==> config.mk <==
export PLATFORM = sky130hd
export DESIGN_NAME = sim_commit_monitor_flat
export DESIGN_NICKNAME = d
export VERILOG_FILES = /design/src/rtl/sim_commit_monitor_if.sv /design/src/rtl/sim_commit_monitor.sv /design/src/flat_wrapper.sv
export SDC_FILE = /design/constraint.sdc
export NUM_CORES = 1
export LEC_CHECK = 0
export ABC_AREA = 1
export CAP_MARGIN = 10
export CORE_MARGIN = 2
export CORE_UTILIZATION = 55
export DETAILED_ROUTE_END_ITERATION = 7
export GPL_ROUTABILITY_DRIVEN = 0
export MAX_ROUTING_LAYER = met4
export PLACE_DENSITY = 0.93
export SYNTH_ARGS = -nofsm -noshare
export SYNTH_HDL_FRONTEND = slang
export SYNTH_SLANG_ARGS = --single-unit
==> constraint.sdc <==
create_clock -name clk -period 4.51 [get_ports clk]
set_input_delay 0.902 -clock clk [delete_from_list [all_inputs] [get_ports clk]]
set_output_delay 0.902 -clock clk [all_outputs]
set_load 0.02 [all_outputs]
==> src/rtl/sim_commit_monitor_if.sv <==
// Commit stream from the MEM/WB stage of each monitored core.
// Per-core fields are packed flat, core i at [i*W +: W].
interface sim_commit_monitor_if #(
    parameter int unsigned NUM_CORES = 2,
    parameter int unsigned XLEN      = 32
);
    logic [NUM_CORES-1:0]      commit_valid;
    logic [NUM_CORES*XLEN-1:0] commit_pc;
    logic [NUM_CORES-1:0]      commit_reg_write;
    logic [NUM_CORES*5-1:0]    commit_rd;
    logic [NUM_CORES*XLEN-1:0] commit_wdata;

    modport master (
        output commit_valid, commit_pc, commit_reg_write, commit_rd, commit_wdata
    );
    modport slave (
        input  commit_valid, commit_pc, commit_reg_write, commit_rd, commit_wdata
    );
endinterface

==> src/rtl/sim_commit_monitor.sv <==
// Multi-core commit monitor: counts retirements, detects `j .` halts and
// produces a sticky done/pass/timeout verdict from the pass-signature register.
module sim_commit_monitor #(
    parameter int unsigned NUM_CORES      = 2,
    parameter int unsigned XLEN           = 32,
    parameter int unsigned CNT_W          = 32,
    parameter int unsigned HALT_REPEAT    = 4,
    parameter int unsigned TIMEOUT_CYCLES = 100000,
    parameter int unsigned PASS_REG       = 10,
    parameter int unsigned PASS_VALUE     = 0
) (
    input  logic                       clk,
    input  logic                       rst,
    input  logic                       enable,
    sim_commit_monitor_if.slave        commit,
    output logic                       done,
    output logic                       pass,
    output logic                       timed_out,
    output logic [NUM_CORES-1:0]       halted_mask,
    output logic [NUM_CORES-1:0]       fail_mask,
    output logic [NUM_CORES*CNT_W-1:0] retired_cnt,
    output logic [CNT_W-1:0]           cycle_cnt
);
    localparam int unsigned RPT_W = $clog2(HALT_REPEAT + 1);
    localparam logic [XLEN-1:0] PASS_V = XLEN'(PASS_VALUE);

    typedef enum logic [1:0] {IDLE, RUN, DONE, TIMEOUT} state_e;

    state_e                 state_q, state_d;
    logic [CNT_W-1:0]       retired_q [NUM_CORES];
    logic [CNT_W-1:0]       retired_d [NUM_CORES];
    logic [XLEN-1:0]        last_pc_q [NUM_CORES];
    logic [XLEN-1:0]        last_pc_d [NUM_CORES];
    logic [RPT_W-1:0]       repeat_q  [NUM_CORES];
    logic [RPT_W-1:0]       repeat_d  [NUM_CORES];
    logic [XLEN-1:0]        shadow_q  [NUM_CORES];
    logic [XLEN-1:0]        shadow_d  [NUM_CORES];
    logic [NUM_CORES-1:0]   halted_q, halted_d;
    logic [NUM_CORES-1:0]   fail_q, fail_d;
    logic                   done_q, done_d;
    logic                   pass_q, pass_d;
    logic                   timed_out_q, timed_out_d;
    logic [CNT_W-1:0]       cycle_q, cycle_d;
    logic [XLEN-1:0]        pc_c;
    logic [RPT_W-1:0]       rpt_c;

    always_ff @(posedge clk) begin
        if (rst) begin
            state_q     <= IDLE;
            retired_q   <= '{default: '0};
            last_pc_q   <= '{default: '0};
            repeat_q    <= '{default: '0};
            shadow_q    <= '{default: ~PASS_V};
            halted_q    <= '0;
            fail_q      <= '0;
            done_q      <= 1'b0;
            pass_q      <= 1'b0;
            timed_out_q <= 1'b0;
            cycle_q     <= '0;
        end else begin
            state_q     <= state_d;
            retired_q   <= retired_d;
            last_pc_q   <= last_pc_d;
            repeat_q    <= repeat_d;
            shadow_q    <= shadow_d;
            halted_q    <= halted_d;
            fail_q      <= fail_d;
            done_q      <= done_d;
            pass_q      <= pass_d;
            timed_out_q <= timed_out_d;
            cycle_q     <= cycle_d;
        end
    end

    always_comb begin
        state_d     = state_q;
        retired_d   = retired_q;
        last_pc_d   = last_pc_q;
        repeat_d    = repeat_q;
        shadow_d    = shadow_q;
        halted_d    = halted_q;
        fail_d      = fail_q;
        done_d      = done_q;
        pass_d      = pass_q;
        timed_out_d = timed_out_q;
        cycle_d     = cycle_q;
        pc_c        = '0;
        rpt_c       = '0;

        case (state_q)
            IDLE: begin
                retired_d   = '{default: '0};
                last_pc_d   = '{default: '0};
                repeat_d    = '{default: '0};
                shadow_d    = '{default: ~PASS_V};
                halted_d    = '0;
                fail_d      = '0;
                done_d      = 1'b0;
                pass_d      = 1'b0;
                timed_out_d = 1'b0;
                cycle_d     = '0;
                if (enable) state_d = RUN;
            end
            RUN: begin
                if (cycle_q != '1) cycle_d = cycle_q + CNT_W'(1);
                for (int i = 0; i < int'(NUM_CORES); i++) begin
                    if (commit.commit_valid[i] && !halted_q[i]) begin
                        pc_c  = commit.commit_pc[i*XLEN +: XLEN];
                        // repeat_q is 0 after IDLE, so the first commit always yields 1
                        rpt_c = (pc_c == last_pc_q[i]) ? repeat_q[i] + RPT_W'(1) : RPT_W'(1);
                        if (retired_q[i] != '1) retired_d[i] = retired_q[i] + CNT_W'(1);
                        repeat_d[i]  = rpt_c;
                        last_pc_d[i] = pc_c;
                        if (rpt_c == RPT_W'(HALT_REPEAT)) halted_d[i] = 1'b1;
                        if (commit.commit_reg_write[i] && commit.commit_rd[i*5 +: 5] == 5'(PASS_REG))
                            shadow_d[i] = commit.commit_wdata[i*XLEN +: XLEN];
                    end
                end
                // All-halted takes priority over a coincident timeout
                if (&halted_d) begin
                    state_d = DONE;
                    done_d  = 1'b1;
                    for (int i = 0; i < int'(NUM_CORES); i++) fail_d[i] = (shadow_d[i] != PASS_V);
                    pass_d  = (fail_d == '0);
                end else if (cycle_q == CNT_W'(TIMEOUT_CYCLES - 1)) begin
                    state_d     = TIMEOUT;
                    done_d      = 1'b1;
                    timed_out_d = 1'b1;
                    fail_d      = ~halted_d;
                    pass_d      = 1'b0;
                end
            end
            default: ;
        endcase
    end

    always_comb begin
        retired_cnt = '0;
        for (int i = 0; i < int'(NUM_CORES); i++) retired_cnt[i*CNT_W +: CNT_W] = retired_q[i];
    end

    assign done        = done_q;
    assign pass        = pass_q;
    assign timed_out   = timed_out_q;
    assign halted_mask = halted_q;
    assign fail_mask   = fail_q;
    assign cycle_cnt   = cycle_q;
endmodule

==> src/flat_wrapper.sv <==
// flat-port wrapper written by rule: the top's interface ports become plain ports
module sim_commit_monitor_flat 
#(
    parameter int unsigned NUM_CORES      = 2,
    parameter int unsigned XLEN           = 32,
    parameter int unsigned CNT_W          = 32,
    parameter int unsigned HALT_REPEAT    = 4,
    parameter int unsigned TIMEOUT_CYCLES = 100000,
    parameter int unsigned PASS_REG       = 10,
    parameter int unsigned PASS_VALUE     = 0
)
  (clk, rst, enable, done, pass, timed_out, halted_mask, fail_mask, retired_cnt, cycle_cnt, commit_commit_valid, commit_commit_pc, commit_commit_reg_write, commit_commit_rd, commit_commit_wdata);
  sim_commit_monitor_if #(.NUM_CORES(NUM_CORES), .XLEN(XLEN)) commit_i ();
  input  logic clk;
  input  logic rst;
  input  logic enable;
  output logic done;
  output logic pass;
  output logic timed_out;
  output logic [NUM_CORES-1:0] halted_mask;
  output logic [NUM_CORES-1:0] fail_mask;
  output logic [NUM_CORES*CNT_W-1:0] retired_cnt;
  output logic [CNT_W-1:0] cycle_cnt;
  input wire logic [$bits(commit_i.commit_valid)-1:0] commit_commit_valid;
  input wire logic [$bits(commit_i.commit_pc)-1:0] commit_commit_pc;
  input wire logic [$bits(commit_i.commit_reg_write)-1:0] commit_commit_reg_write;
  input wire logic [$bits(commit_i.commit_rd)-1:0] commit_commit_rd;
  input wire logic [$bits(commit_i.commit_wdata)-1:0] commit_commit_wdata;
  assign commit_i.commit_valid = commit_commit_valid;
  assign commit_i.commit_pc = commit_commit_pc;
  assign commit_i.commit_reg_write = commit_commit_reg_write;
  assign commit_i.commit_rd = commit_commit_rd;
  assign commit_i.commit_wdata = commit_commit_wdata;
  sim_commit_monitor #(.NUM_CORES(NUM_CORES), .XLEN(XLEN), .CNT_W(CNT_W), .HALT_REPEAT(HALT_REPEAT), .TIMEOUT_CYCLES(TIMEOUT_CYCLES), .PASS_REG(PASS_REG), .PASS_VALUE(PASS_VALUE)) u_core (.clk(clk), .rst(rst), .enable(enable), .commit(commit_i), .done(done), .pass(pass), .timed_out(timed_out), .halted_mask(halted_mask), .fail_mask(fail_mask), .retired_cnt(retired_cnt), .cycle_cnt(cycle_cnt));
endmodule
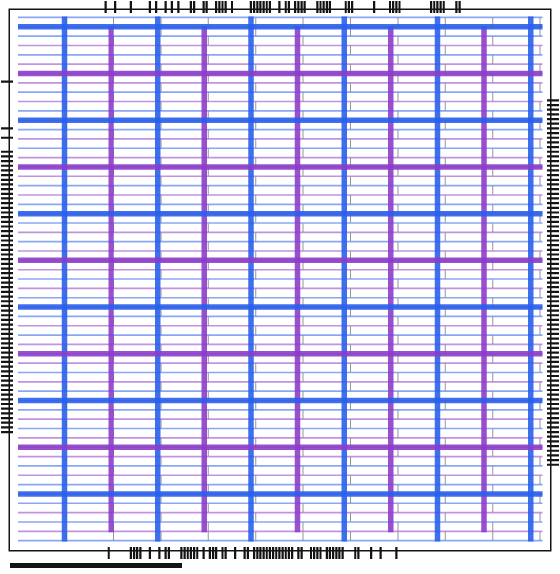
*Supply network*
The bar under the picture is 50 um long. Pins as bars on the die edge. Tap cells in grey.
Key: VDD = purple; VSS = blue
319 tap cells. 11 straps on met4. 248 signal pins sit on the boundary.
Die Span X: 157 um
Die H: 157 um
core area: 23300 um2
VDD IR max: 0.000304 V

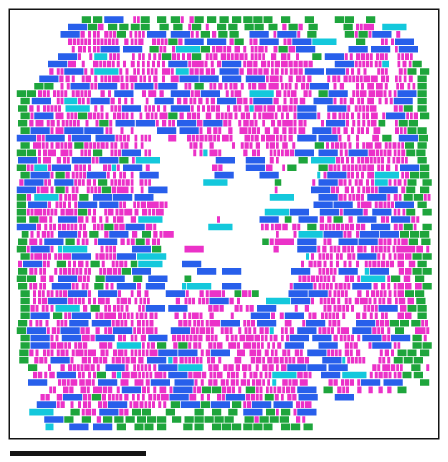
*Placement by cell class*
The bar under the picture is 50 um long.
Key: all other logic = magenta [cells 1702, share of their area 49%]; flops = blue [cells 239, share of their area 30%]; clock drivers and dummy loads = cyan [cells 48, share of their area 5.4%]; other buffers and delay cells = green [cells 255, share of their area 16%]

==> flow_summary.yaml <==
# synthesis and place-and-route metrics
synth:
  ys.flops: 239
  floorplan.nets: 2170
route:
  drcViolationCount: 0
  dr_wl_met2_um: 16700
  wl_met1_um: 14900
  drt_iter0_markers: 1209
outcome:
  status: "finished, final reports clean"
final_layout:
  syn_to_final_growth_pct: 26.4
  postLayoutCoreUtil_pct: 70.1
  drive_gt1_share_pct: 4.63
sta:
  report.final.setup_viol: 0
  worstMarginPinSlew_ns: 1.06
  period_used_pct: 69.1
  rsz0062_at_grt: "no"
power_and_ir_drop:
  powerDensity_nw_per_um2: 294
  swShare_pct: 25.3
hold_path:
  hold_start: "u_core.timed_out"
  hold_path.class: "reg -> reg"
critical_path:
  cp.required_ns: 4.96
  critical_path.startpoint_type: "input port"
  crit_fanout: 47
  cp-end-kind: "register"
clock_network:
  cts_tree: "yes"
  clk_latency_ns: 0.53
run:
  maxCapViolCount: 0
global_route:
  grt.overflow.total: 0
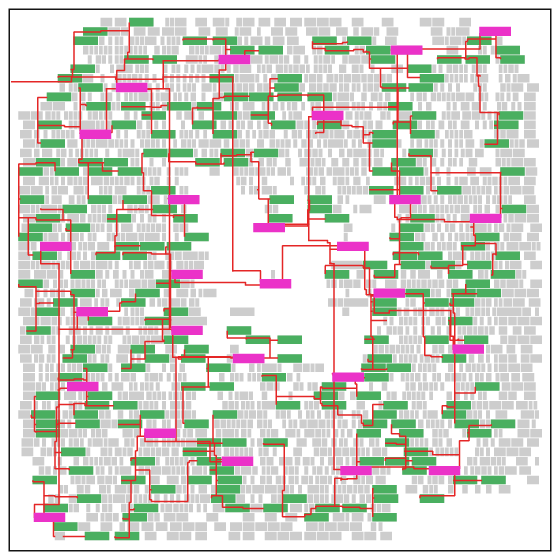
*Routed clock nets over the placement*
Key: cells driving clock nets = magenta [count 26]; flip-flops = green [count 239]; clock wires = red [length 2920 um]
Position of the flops: spread over the die.

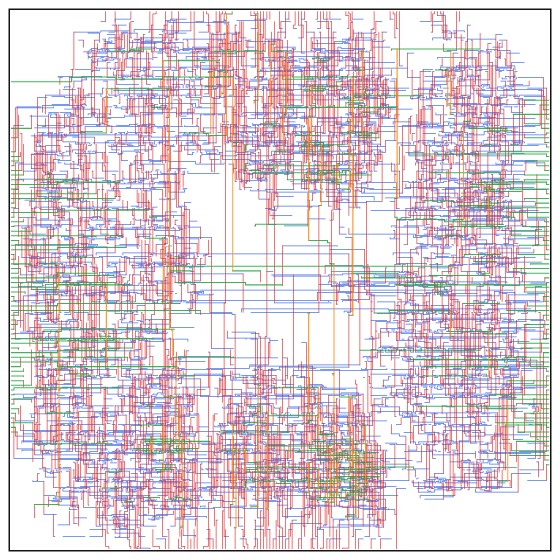
*Routed metal, one colour a layer*
Key: met1 = blue [wire length 14900 um]; met3 = green [wire length 3130 um]; met4 = orange [wire length 1190 um]; met2 = red [wire length 16700 um]

metrics by stage:
step | cells | setup WS, ns | total power (uW)
final | 2564 | 1.39 | 4800
after global routing | 2564 | 1.07 | 4960
after CTS | 2563 | 1.45 | 4830
after detailed placement | 2515 | 0.914 | 2740
after global placement | 2515 | 1.01 | 2720
after floorplan | 2020 | 2.19 | 2510
flip-flops by register name, summed over array words and instances (netlist names):
register / cells
u_core.last_pc_q: 64
u_core.retired_cnt: 64
u_core.shadow_q: 64
u_core.cycle_cnt: 32
u_core.repeat_q: 6
u_core.fail_mask: 2
u_core.halted_mask: 2
u_core.state_q: 2
u_core.done: 1
u_core.pass: 1
u_core.timed_out: 1
synthesized netlist by cell type (all sizes together) (2+ instances only):
cell type | n | area share (%)
nand2 | 701 | 21
inv | 267 | 7.8
dfxtp | 239 | 37
a21oi | 174 | 6.8
nor2 | 140 | 4.9
o21ai | 137 | 5.4
nand3 | 54 | 2.1
nand4 | 52 | 2.5
nor3 | 48 | 2.0
clkbuf | 46 | 1.3
nand3b | 37 | 2.2
buf | 33 | 1.6
xnor2 | 27 | 1.8
nor4 | 14 | 0.73
xor2 | 11 | 0.75
o21a | 6 | 0.35
ha | 5 | 0.48
nor3b | 5 | 0.29
a2bb2oi | 4 | 0.27
a211oi | 3 | 0.17
or2 | 3 | 0.15
and3 | 2 | 0.097
clkinv | 2 | 0.058
o31ai | 2 | 0.12
metal layers:
layer	GRT usage, %	vias to the layer above
li1	-	6853
met1	33.9	6235
met2	47.2	622
met3	6.69	134
met4	10.0	0
met5	-	-
cell type report:
type	count	area, um2
Timing Repair Buffer	255	2530
Fill cell	1826	6950
Antenna cell	1	2.50
Inverter	269	1010
Clock inverter	13	96.3
Clock buffer	35	756
Multi-Input combinational cell	1433	6740
Tap cell	319	399
Sequential cell	239	4780
worst max path at each step:
stage | from | endpoint | slack [ns] | cells past startpoint
final | commit_commit_rd[3] | u_core.pass | 1.39 | 13
after global routing | commit_commit_rd[3] | u_core.pass | 1.07 | 13
after CTS | commit_commit_rd[3] | u_core.pass | 1.45 | 13
after detailed placement | commit_commit_reg_write[0] | u_core.pass | 0.91 | 13
after global placement | commit_commit_valid[0] | u_core.fail_mask[0] | 1.01 | 14
after floorplan | commit_commit_rd[9] | u_core.fail_mask[1] | 2.19 | 16
logic make-up after synthesis:
group	count (synthesis)	synth area share, %
simple gates	1059	35.7
fa+ha+maj	5	0.485
flops	239	37.1
compound gates	331	13.4
xor+xnor	38	2.58
buf+inv	348	10.8
placed cells by master (no fill, tap or decap), types with 13 or more instances in the layout:
master | Yosys | routed
clkbuf_16 | 0 | 27
nand3_1 | 54 | 54
clkdlybuf4s50_1 | 0 | 246
nand4_1 | 52 | 52
nor2_1 | 125 | 124
nand2_1 | 692 | 692
o21ai_1 | 42 | 42
xnor2_1 | 27 | 27
o21ai_0 | 92 | 92
inv_2 | 14 | 14
dfxtp_1 | 239 | 239
nor3_1 | 44 | 44
nand3b_1 | 37 | 37
nor4_1 | 13 | 13
a21oi_1 | 173 | 173
inv_1 | 252 | 252
Power and IR drop assume default switching activity.
